<file path="src/rtl/clock_time_ctrl_if.sv">
// Bundle between the clock sequencer and the six-digit BCD counter datapath.
// master: button/tick source plus counter Q readback; slave: the sequencer.
interface clock_time_ctrl_if;
  logic        tick;
  logic        btn_mode;
  logic        btn_up;
  logic        btn_down;
  logic [23:0] q;      // {h1,h0,m1,m0,s1,s0}
  logic [5:0]  en;     // bit0=s0 .. bit5=h1
  logic [5:0]  dir;    // 1=up
  logic [5:0]  load;
  logic [23:0] d;      // same packing as q
  logic [1:0]  mode;
  logic        blink;

  modport master (
    output tick, btn_mode, btn_up, btn_down, q,
    input  en, dir, load, d, mode, blink
  );

  modport slave (
    input  tick, btn_mode, btn_up, btn_down, q,
    output en, dir, load, d, mode, blink
  );
endinterface

</file>
<file path="src/rtl/clock_time_ctrl.sv">
// Sequencing controller for a six-digit BCD clock built from mod-10 up/down
// counters. Owns the mode FSM, latches one command per cycle, and decodes that
// command against the live digits into per-digit En/dir/Load/D strobes. Tens
// digits (mod 6) and the 24-hour wrap are produced with loads.
// Optional: define CLOCK_SET_SEC_EN to add a SET_SEC mode (up/down clears seconds).
module clock_time_ctrl #(
  parameter bit TICK_IN_SET = 1'b0  // 1: seconds keep running in set modes
) (
  input logic              CP,
  input logic              nCLR,
  clock_time_ctrl_if.slave bus
);

  typedef enum logic [1:0] {
    ModeRun    = 2'd0,
    ModeSetHr  = 2'd1,
    ModeSetMin = 2'd2,
    ModeSetSec = 2'd3
  } mode_e;

  typedef enum logic [2:0] {
    CmdNone, CmdIncS, CmdIncH, CmdDecH, CmdIncM, CmdDecM, CmdClrS
  } cmd_e;

  mode_e mode_q, mode_d;
  cmd_e  cmd_q, cmd_d;
  logic  blink_q, blink_d;

  logic  step;     // exactly one of up/down
  logic  btn_any;

  logic [3:0] s0, s1, m0, m1, h0, h1;
  logic       inc_min, inc_hr;
  logic [5:0] en, dir, load;
  logic [23:0] d;

  assign {h1, h0, m1, m0, s1, s0} = bus.q;

  // Mode transitions, command selection and blink next state.
  always_comb begin
    mode_d  = mode_q;
    cmd_d   = CmdNone;
    blink_d = blink_q;
    step    = bus.btn_up ^ bus.btn_down;
    btn_any = bus.btn_mode | bus.btn_up | bus.btn_down;
    case (mode_q)
      ModeRun: begin
        blink_d = 1'b0;
        // A tick coinciding with btn_mode still counts in RUN.
        if (bus.tick) cmd_d = CmdIncS;
        if (bus.btn_mode) mode_d = ModeSetHr;
      end
      ModeSetHr: begin
        if (bus.btn_mode) mode_d = ModeSetMin;
        else if (step) cmd_d = bus.btn_up ? CmdIncH : CmdDecH;
      end
      ModeSetMin: begin
        if (bus.btn_mode) begin
`ifdef CLOCK_SET_SEC_EN
          mode_d = ModeSetSec;
`else
          mode_d = ModeRun;
          cmd_d  = CmdClrS;
`endif
        end else if (step) begin
          cmd_d = bus.btn_up ? CmdIncM : CmdDecM;
        end
      end
`ifdef CLOCK_SET_SEC_EN
      ModeSetSec: begin
        if (bus.btn_mode) mode_d = ModeRun;
        else if (step) cmd_d = CmdClrS;
      end
`endif
      default: mode_d = ModeRun;
    endcase
    if (mode_q != ModeRun) begin
      if (bus.tick) blink_d = ~blink_q;
      // Any button in a set mode swallows a coincident tick.
      if (TICK_IN_SET && bus.tick && !btn_any) cmd_d = CmdIncS;
    end
    if (mode_d != mode_q) blink_d = 1'b0;
  end

  // Command, mode and blink registers; reset drops any pending command.
  always_ff @(posedge CP or negedge nCLR) begin
    if (!nCLR) begin
      mode_q  <= ModeRun;
      cmd_q   <= CmdNone;
      blink_q <= 1'b0;
    end else begin
      mode_q  <= mode_d;
      cmd_q   <= cmd_d;
      blink_q <= blink_d;
    end
  end

  // Decode the latched command against the live digits into counter strobes.
  always_comb begin
    en      = '0;
    dir     = '1;
    load    = '0;
    d       = '0;
    inc_min = 1'b0;
    inc_hr  = 1'b0;
    case (cmd_q)
      CmdIncS: begin
        en[0] = 1'b1;
        if (s0 == 4'd9) begin
          if (s1 == 4'd5) load[1] = 1'b1;
          else            en[1]   = 1'b1;
        end
        if (s1 == 4'd5 && s0 == 4'd9) begin
          inc_min = 1'b1;
          if (m1 == 4'd5 && m0 == 4'd9) inc_hr = 1'b1;
        end
      end
      CmdIncM: inc_min = 1'b1;
      CmdIncH: inc_hr  = 1'b1;
      CmdDecH: begin
        if (h1 == 4'd0 && h0 == 4'd0) begin
          load[5:4] = 2'b11;
          d[23:20]  = 4'd2;
          d[19:16]  = 4'd3;
        end else begin
          en[4]  = 1'b1;
          dir[4] = 1'b0;
          if (h0 == 4'd0) begin
            en[5]  = 1'b1;
            dir[5] = 1'b0;
          end
        end
      end
      CmdDecM: begin
        en[2]  = 1'b1;
        dir[2] = 1'b0;
        if (m0 == 4'd0) begin
          if (m1 == 4'd0) begin
            load[3]  = 1'b1;
            d[15:12] = 4'd5;
          end else begin
            en[3]  = 1'b1;
            dir[3] = 1'b0;
          end
        end
      end
      CmdClrS: load[1:0] = 2'b11;
      default: ;
    endcase
    if (inc_min) begin
      en[2] = 1'b1;
      if (m0 == 4'd9) begin
        if (m1 == 4'd5) load[3] = 1'b1;
        else            en[3]   = 1'b1;
      end
    end
    if (inc_hr) begin
      if (h1 == 4'd2 && h0 == 4'd3) begin
        load[5:4] = 2'b11;
      end else begin
        en[4] = 1'b1;
        if (h0 == 4'd9) en[5] = 1'b1;
      end
    end
  end

  assign bus.en    = en;
  assign bus.dir   = dir;
  assign bus.load  = load;
  assign bus.d     = d;
  assign bus.mode  = mode_q;
  assign bus.blink = blink_q;

endmodule

</file>
<file path="src/flat_wrapper.sv">
// flat-port wrapper written by rule: the top's interface ports become plain ports
module clock_time_ctrl_flat 
#(
  parameter bit TICK_IN_SET = 1'b0                                         
)
  (CP, nCLR, bus_tick, bus_btn_mode, bus_btn_up, bus_btn_down, bus_q, bus_en, bus_dir, bus_load, bus_d, bus_mode, bus_blink);
  clock_time_ctrl_if bus_i ();
  input logic CP;
  input logic nCLR;
  input wire logic [$bits(bus_i.tick)-1:0] bus_tick;
  input wire logic [$bits(bus_i.btn_mode)-1:0] bus_btn_mode;
  input wire logic [$bits(bus_i.btn_up)-1:0] bus_btn_up;
  input wire logic [$bits(bus_i.btn_down)-1:0] bus_btn_down;
  input wire logic [$bits(bus_i.q)-1:0] bus_q;
  output wire logic [$bits(bus_i.en)-1:0] bus_en;
  output wire logic [$bits(bus_i.dir)-1:0] bus_dir;
  output wire logic [$bits(bus_i.load)-1:0] bus_load;
  output wire logic [$bits(bus_i.d)-1:0] bus_d;
  output wire logic [$bits(bus_i.mode)-1:0] bus_mode;
  output wire logic [$bits(bus_i.blink)-1:0] bus_blink;
  assign bus_i.tick = bus_tick;
  assign bus_i.btn_mode = bus_btn_mode;
  assign bus_i.btn_up = bus_btn_up;
  assign bus_i.btn_down = bus_btn_down;
  assign bus_i.q = bus_q;
  assign bus_en = bus_i.en;
  assign bus_dir = bus_i.dir;
  assign bus_load = bus_i.load;
  assign bus_d = bus_i.d;
  assign bus_mode = bus_i.mode;
  assign bus_blink = bus_i.blink;
  clock_time_ctrl #(.TICK_IN_SET(TICK_IN_SET)) u_core (.CP(CP), .nCLR(nCLR), .bus(bus_i));
endmodule
</file>
<file path="config.mk">
export PLATFORM = sky130hd
export DESIGN_NAME = clock_time_ctrl_flat
export DESIGN_NICKNAME = d
export VERILOG_FILES = /design/src/rtl/clock_time_ctrl_if.sv /design/src/rtl/clock_time_ctrl.sv /design/src/flat_wrapper.sv
export SDC_FILE = /design/constraint.sdc
export NUM_CORES = 1
export LEC_CHECK = 0
export ABC_AREA = 1
export CORE_UTILIZATION = 32
export DETAILED_ROUTE_END_ITERATION = 6
export PLACE_DENSITY = 0.95
export SLEW_MARGIN = 20
export SYNTH_ARGS = -nofsm -noshare
export SYNTH_HDL_FRONTEND = slang
export SYNTH_SLANG_ARGS = --single-unit
export TNS_END_PERCENT = 50
</file>
<file path="constraint.sdc">
create_clock -name CP -period 2.6 [get_ports CP]
set_input_delay 0.78 -clock CP [delete_from_list [all_inputs] [get_ports CP]]
set_output_delay 0.78 -clock CP [all_outputs]
set_load 0.02 [all_outputs]
</file>
Run 1, close-up of the layout:
Window x 26 to 51, y 26 to 51 um. Cells in gray, sequential cells in the stronger gray; small squares are vias.
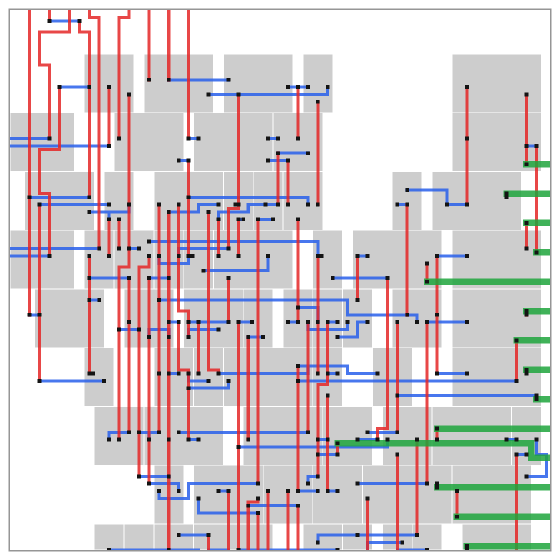
- red: metal 2
- green: metal 3
- blue: metal 1
- most frequent: buf_6 (7), inv_1 (6)
- sequential cells in the window: 0
- cells with their middle in the window: 56

Run 1, track usage over the die:
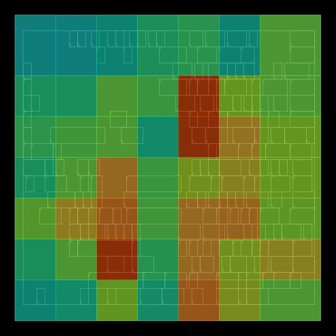
met2 Use GR: 27.06%
Tot GR Track Use: 13.76%
GR Util met1: 14.11%

Run 1, sequential cells colored by netlist name:
(10 px per um) Other sequential cells in the stronger gray, the rest of the logic in the fainter gray.
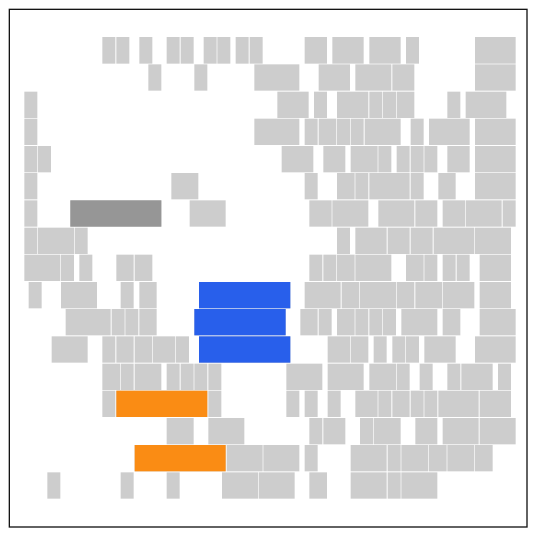
- blue: u_core.cmd_q (sequential cells 3)
- orange: u_core.bus.mode (sequential cells 2)

==> run 1: cells in the mapped netlist <==
master,count,share of area (%)
nand2_1,31,15
buf_4,26,25
inv_1,21,10
nor2_1,15,7.1
nand3_1,11,7.0
dfrtp_1,6,19
o21ai_0,6,3.8
inv_2,3,1.4
nor3_1,3,1.9
a21oi_1,2,1.3
conb_1,2,0.95
ha_1,1,1.6
nand2_2,1,0.79
nand3_2,1,1.3
nand4_1,1,0.79
nor2_2,1,0.79
nor3_2,1,1.3
o21ai_1,1,0.63
o22ai_1,1,0.79
==> run 1: cell type report <==
type	instances	area [um2]
Clock buffer	3	22.52
Fill cell	209	957.2
Tap cell	28	35.03
Timing Repair Buffer	58	545.5
Sequential cell	6	150.1
Multi-Input combinational cell	98	475.5
Inverter	24	90.09
==> results.ini, run 1 <==
[pwr]
powerSeq_w = 0.000159
p_clk_share_pct = 14.0
p_leak_nw = 0.7462
maxPowerGroup = combinational logic
total_power_w = 0.0006155
pwr-share-comb_pct = 60.3
comb-power_w = 0.000371
swShare_pct = 46.62
vdd_drop_max_mv = 0.3523
p_seq_share_pct = 25.8
p_int_w = 0.0003285
cellPowerDensity_mw_per_mm2 = 466.7
powerClk_w = 0.0000859

[clock_network]
ctsHoldBuffers = 0
cts_tree = built
cts_buffer_depth = 2
clk_pin_slew_worst_paths_ns = 0.04
post_cts_buffers = 3
cts_htree_levels = 1
clock-sinks = 6
clk_latency_ns = 0.24
cts_buffers = 3
ctsResizeCount = 107

[layout]
layout.cells.most_common_list = nand2_1, conb_1, inv_1, clkdlybuf4s15_1
syn2layout_area_growth_pct = 67.30
largest_reg_flops = 3
layout-drive-gt1-share_pct = 26.46
antennaDiodeCount = 0
final_area_mm2 = 0.001319
final_util_pct = 57.94
finalNetCount = 222
regMostFlops = u_core.cmd_q

[global_route]
overflow = 0
grt_pass1_wl_um = 2794
use_met3_pct = 2.339
first_global_vias = 746
antenna_found_initial = 0

[synth]
ys_seq_elements = 6
synth.area.mux_share_pct = 0
yosys.area_share.adder_pct = 1.587
yosysCellCount = 134
ys_sh_xor_pct = 0
syn_avg_cell_area_um2 = 5.883
topCombFamilyByArea = buffers and inverters
synth_cells = 134
ys_seq_share_pct = 19.05
ys_sh_simple_pct = 35.71
yosys_warnings = 0
yosys.area_share.aoi_pct = 6.508
synth.distinct_cells = 19

[setup_path]
cp.depth = 9
crit_path_end = bus_load[5]
crit_buf_inv = 4
required_ns = 1.82
r2r_start = u_core.bus.mode[0]
critPathKind = in -> out
reg2reg_depth = 6
rrSetupSlack_ns = 1.62
crit_slowest_cell = dlygate4sd2_1
critPathLaunch = bus_q[18]
cp-start-kind = input port
crit_chain = dlygate4sd2_1 > nor2_2 > inv_1 > nor2_1 > nand3_1 > inv_1 > nand2_2 > nand2_2 > buf_6
crit_fanout = 2
crit-reg2reg-capture = u_core.cmd_q[0]

[floorplanning]
initCoreUtil_pct = 34.63
die-width_um = 51.63
die_h_um = 51.63
core.rowCount = 17
core_area_mm2 = 0.002276

[detailed_routing]
wl_met2_um = 966
top_layer = met4
firstDrtPassIters = 4
avgViaCountPerCell = 4.194
wl_um = 1849
dr_wl_met3_um = 180
ant_nets = 0
dr.first_iter.drc_count = 5
drcViolationCount = 0

[min_path]
hold_end = u_core.bus.blink
worstHoldStart = u_core.bus.blink
holdPathStages = 3
hold_path.class = reg -> reg

[final_timing]
finClkSkew_ns = 0.00008232
post-route-worst-setup-slack_ns = 0.07009
setup_violations = 0
fin_crit_ns = 2.530
slew_viol_final = 0
hold_viol_final = 0
max_freq_mhz = 395.3
final.setup.tns_ns = 0
fin_crit_sh_pct = 97.30

[outcome]
outcome = completed

[place]
dp_cells = 211
place_area_mm2 = 0.001246
dpl_worst_slack_ns = -0.7064
port_buffers = 52

[job]
warnings = 27
maxCapViolCount = 0

==> inputs of run 2 (changes only) <==
Settings changed: SKIP_CTS_REPAIR_TIMING set to 1.
Run 2, track usage over the die:
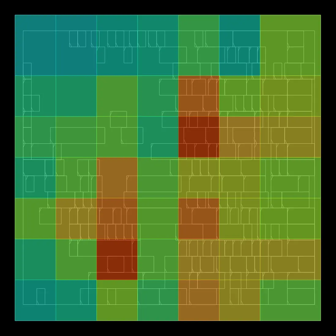
met2 Use GR: 24.24%
gr busiest metal: met2
Tot GR Track Use: 12.53%
GR Util met1: 12.86%

Run 2, close-up of the layout:
Window x 26 to 51, y 26 to 51 um. Cells in gray, sequential cells in the stronger gray; small squares are vias.
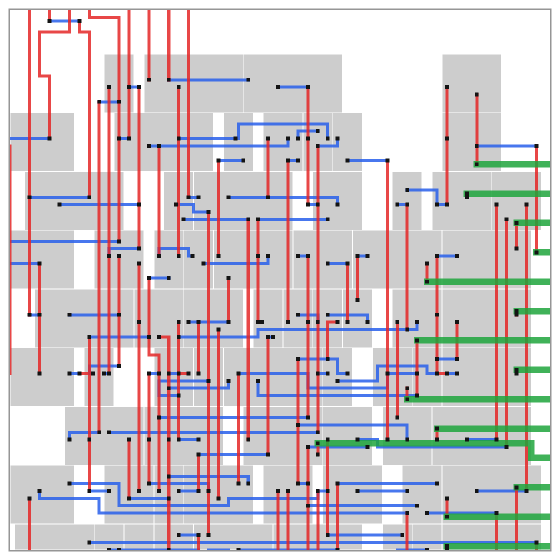
- blue: metal 1
- green: metal 3
- red: metal 2
- sequential cells in the window: 0
- most frequent: dlymetal6s2s_1 (11), nand2_1 (6), buf_4 (6)
- cells with their middle in the window: 57

Run 2, met1 routing:
(6 px per um)
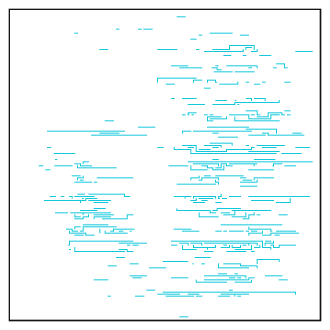
- wire length on this layer: 801 um
- nets with wire on the layer: 167
- longest straight run: 22.1 um
- share of all routed wire: 39%
- main direction: horizontal

==> run 2 against run 1 <==
Compared with the run above:
- first-iteration DRC count rose by 20%
- clock power barely moved
- largest power group unchanged
- non-clock buffer count fell by 1
==> results.ini, run 2 <==
[outcome]
outcome = completed

[detailed_routing]
dr.first_iter.drc_count = 6  ; +1
avgViaCountPerCell = 4.231  ; +0.90%
drcViolationCount = 0  ; unchanged
firstDrtPassIters = 2  ; -2
wl_um = 2066  ; +12%
ant_nets = 0  ; unchanged

[global_route]
grt_pass1_wl_um = 2587  ; -7.4%
antenna_found_initial = 0  ; unchanged
overflow = 0  ; unchanged

[place]
dp_cells = 211  ; unchanged
place_area_mm2 = 0.001246  ; unchanged
dpl_worst_slack_ns = -0.7064  ; unchanged

[synth]
synth_cells = 134  ; unchanged
ys_sh_xor_pct = 0  ; unchanged
yosys_warnings = 0  ; unchanged
ff_type = dfrtp_1
ys_seq_elements = 6  ; unchanged
ys_sh_simple_pct = 35.71  ; unchanged
yosysCellCount = 134  ; unchanged
topCombFamilyByArea = buffers and inverters
top_area_cell = buf_4
yosys.area_share.aoi_pct = 6.508  ; unchanged
top_cell = nand2_1
ys_top_cells_by_count = nand2_1, buf_4, inv_1, nor2_1, nand3_1

[pwr]
p_seq_share_pct = 25.3  ; -0.5 points
p_clk_share_pct = 13.8  ; -0.2 points
cellPowerDensity_mw_per_mm2 = 442.4  ; -5.2%
vdd_drop_max_mv = 0.3459  ; -1.8%

[min_path]
hold_path.class = reg -> reg
worstHoldStart = u_core.bus.blink
hold_end = u_core.bus.blink

[layout]
seq_area_um2 = 150.1  ; unchanged
antennaDiodeCount = 0  ; unchanged
syn2layout_area_growth_pct = 79.68
logic_area_um2 = 513.0  ; +7.9%
final_area_mm2 = 0.001416  ; +7.4%
layout.cells.most_common_list = dlymetal6s2s_1, nand2_1, conb_1, inv_1, clkdlybuf4s50_1
regMostFlops = u_core.cmd_q
largestClassByArea = non-clock buffers
finalNetCount = 221  ; -0.45%
fillers = 186  ; -11%
layout.clock_buffers = 3  ; unchanged

[job]
warnings = 26  ; -3.7%

[setup_path]
crit_chain = dlymetal6s2s_1 > nor2_2 > nand2_2 > nor2_4 > nand2_1 > nand2_1 > nand2_1 > nand2_1 > clkbuf_2
crit_buf_inv = 2  ; -2
crit_slowest_cell = clkbuf_2
rrSetupSlack_ns = 1.62  ; about the same
required_ns = 1.82  ; about the same
cp.depth = 9  ; unchanged
crit-reg2reg-capture = u_core.cmd_q[0]
r2r_start = u_core.bus.mode[0]
crit_path_end = bus_load[3]

[floorplanning]
taps = 28  ; unchanged
die-width_um = 51.63  ; unchanged

[final_timing]
hold_viol_final = 0  ; unchanged
fin_crit_sh_pct = 95.30  ; -2.0 points
post-route-worst-setup-slack_ns = 0.1223  ; +0.05223 ns
slew_viol_final = 0  ; unchanged
fin_crit_ns = 2.478  ; -0.05223 ns

[clock_network]
cts_buffer_depth = 2  ; unchanged
cts_buffers = 3  ; unchanged
clk_pin_slew_worst_paths_ns = 0.04  ; about the same

==> run 2: metal layers <==
layer | routed length [um] | up-vias | part of all wire (%) | track usage, %
met4 | 19 | 0 | 0.92 | 5.405
li1 | - | 469 | - | -
met1 | 801 | 397 | 39 | 12.86
met3 | 186 | 3 | 9.0 | 2.339
met5 | 0 | - | 0 | 0
met2 | 1060 | 45 | 51 | 24.24
==> run 2: power groups by stage <==
stage          combinational, W  clock [W]  sequential (W)
2_1_floorplan          0.000213          0        0.000179
3_3_place_gp           0.000365          0        0.000159
3_5_place_dp           0.000370          0        0.000161
4_1_cts                0.000371  0.0000898        0.000159
5_1_grt                0.000418  0.0000954        0.000166
6_report               0.000382  0.0000862        0.000159
==> inputs of run 3 (changes only) <==
Settings changed: CTS_CLUSTER_SIZE set to 24.
Run 3, gate families picked out:
(6 px per um)
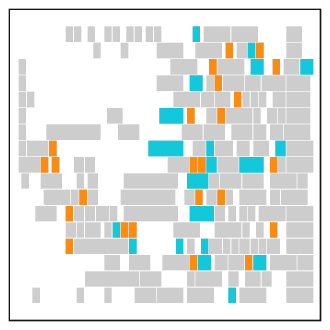
- orange: inv cells (cells 24; most used inv_1)
- cyan: nor cells (cells 20; most used nor2_1)

Run 3, met1 routing:
(6 px per um)
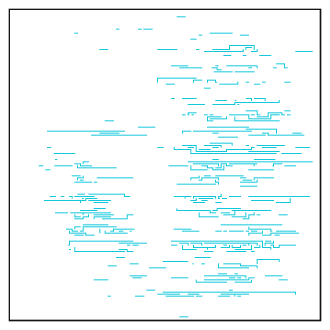
- main direction: horizontal
- longest straight run: 22.1 um

==> run 3 against run 2 <==
Compared with the run above:
- sequential cell count stayed put
- area after synthesis unchanged
- clock power is essentially flat
- critical path type unchanged
- largest power group unchanged
==> results.ini, run 3 <==
[outcome]
outcome = completed

[pwr]
maxPowerGroup = combinational logic
cellPowerDensity_mw_per_mm2 = 442.4  ; unchanged
powerClk_w = 0.0000862  ; about the same
p_seq_share_pct = 25.3  ; about the same
vdd_drop_max_mv = 0.3459  ; unchanged
p_clk_share_pct = 13.8  ; about the same
comb-power_w = 0.000382  ; about the same

[detailed_routing]
top_layer = met4
firstDrtPassIters = 2  ; unchanged
wl_met2_um = 1060  ; unchanged
avgViaCountPerCell = 4.231  ; unchanged
ant_nets = 0  ; unchanged
wl_um = 2066  ; unchanged
drcViolationCount = 0  ; unchanged
dr_wl_met3_um = 186  ; unchanged

[layout]
finalNetCount = 221  ; unchanged
layout.clock_buffers = 3  ; unchanged
seq_area_um2 = 150.1  ; unchanged
antennaDiodeCount = 0  ; unchanged
layout.cells.most_common_list = dlymetal6s2s_1, nand2_1, conb_1, inv_1, clkdlybuf4s50_1
largestClassByArea = non-clock buffers
syn2layout_area_growth_pct = 79.68  ; unchanged
regMostFlops = u_core.cmd_q
fillers = 186  ; unchanged
final_area_mm2 = 0.001416  ; unchanged

[clock_network]
cts_buffers = 3  ; unchanged
cts_buffer_depth = 2  ; unchanged

[synth]
ys_sh_simple_pct = 35.71  ; unchanged
synth_cells = 134  ; unchanged
yosys.area_share.aoi_pct = 6.508  ; unchanged
ys_sh_xor_pct = 0  ; unchanged
ff_type = dfrtp_1
top_cell = nand2_1
ys_top_cells_by_count = nand2_1, buf_4, inv_1, nor2_1, nand3_1
yosysCellCount = 134  ; unchanged
async_flop_share_pct = 100.0
topCombFamilyByArea = buffers and inverters
yosys_warnings = 0  ; unchanged

[final_timing]
fin_crit_ns = 2.478  ; unchanged
hold_viol_final = 0  ; unchanged
slew_viol_final = 0  ; unchanged
fin_crit_sh_pct = 95.30  ; unchanged

[place]
place_area_mm2 = 0.001246  ; unchanged
dp_cells = 211  ; unchanged

[global_route]
antenna_found_initial = 0  ; unchanged
overflow = 0  ; unchanged
first_global_vias = 720
grt_util_met2_pct = 24.24  ; unchanged
grt_use_met1_pct = 12.86  ; unchanged
grt_pass1_wl_um = 2587  ; unchanged
grt_busiest_layer = met2
use_met3_pct = 2.339  ; unchanged
grt_util_all_layers_pct = 12.53  ; unchanged

[min_path]
hold_end = u_core.bus.blink

[setup_path]
rrSetupSlack_ns = 1.62  ; about the same
crit-reg2reg-capture = u_core.cmd_q[0]
crit_chain = dlymetal6s2s_1 > nor2_2 > nand2_2 > nor2_4 > nand2_1 > nand2_1 > nand2_1 > nand2_1 > clkbuf_2
crit_slowest_cell = clkbuf_2

[floorplanning]
die-width_um = 51.63  ; unchanged
taps = 28  ; unchanged

[job]
warnings = 26  ; unchanged

Run 3, sequential cells colored by netlist name:
(10 px per um) Other sequential cells in the stronger gray, the rest of the logic in the fainter gray.
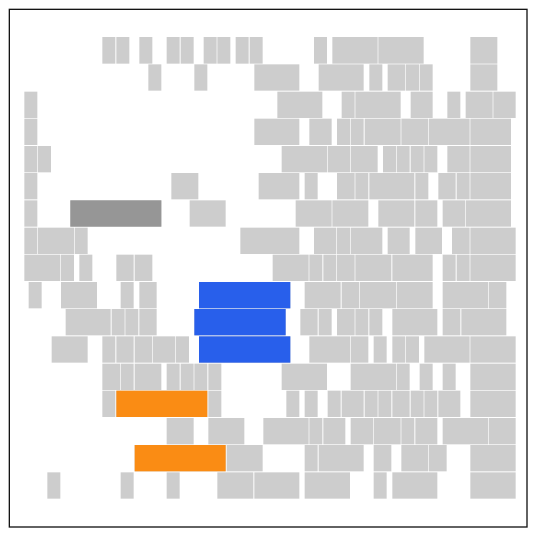
- blue: u_core.cmd_q (sequential cells 3)
- orange: u_core.bus.mode (sequential cells 2)
- not colored: 1

## run 3: worst max path at each step
| stage | startpoint | end | slack, ns | cells past startpoint |
|---|---|---|---|---|
| detailed placement | bus_q[4] | bus_load[5] | -0.71 | 8 |
| finish | bus_q[2] | bus_load[3] | 0.12 | 9 |
| CTS | bus_q[4] | bus_load[5] | -0.71 | 8 |
| global placement | bus_q[6] | bus_load[5] | -0.66 | 8 |
| floorplan | bus_q[9] | bus_load[5] | 0.17 | 8 |
| global route | bus_q[4] | bus_en[3] | 0.05 | 8 |
## run 3: per-stage QoR
stage,util (%),setup WS [ns]
after floorplan,-,0.1703
after global placement,54.76,-0.6600
after detailed placement,54.76,-0.7064
after CTS,55.74,-0.7095
after global routing,62.23,0.05349
final,62.23,0.1223
Power figures rest on the tool's default switching activity, not on a simulated workload.
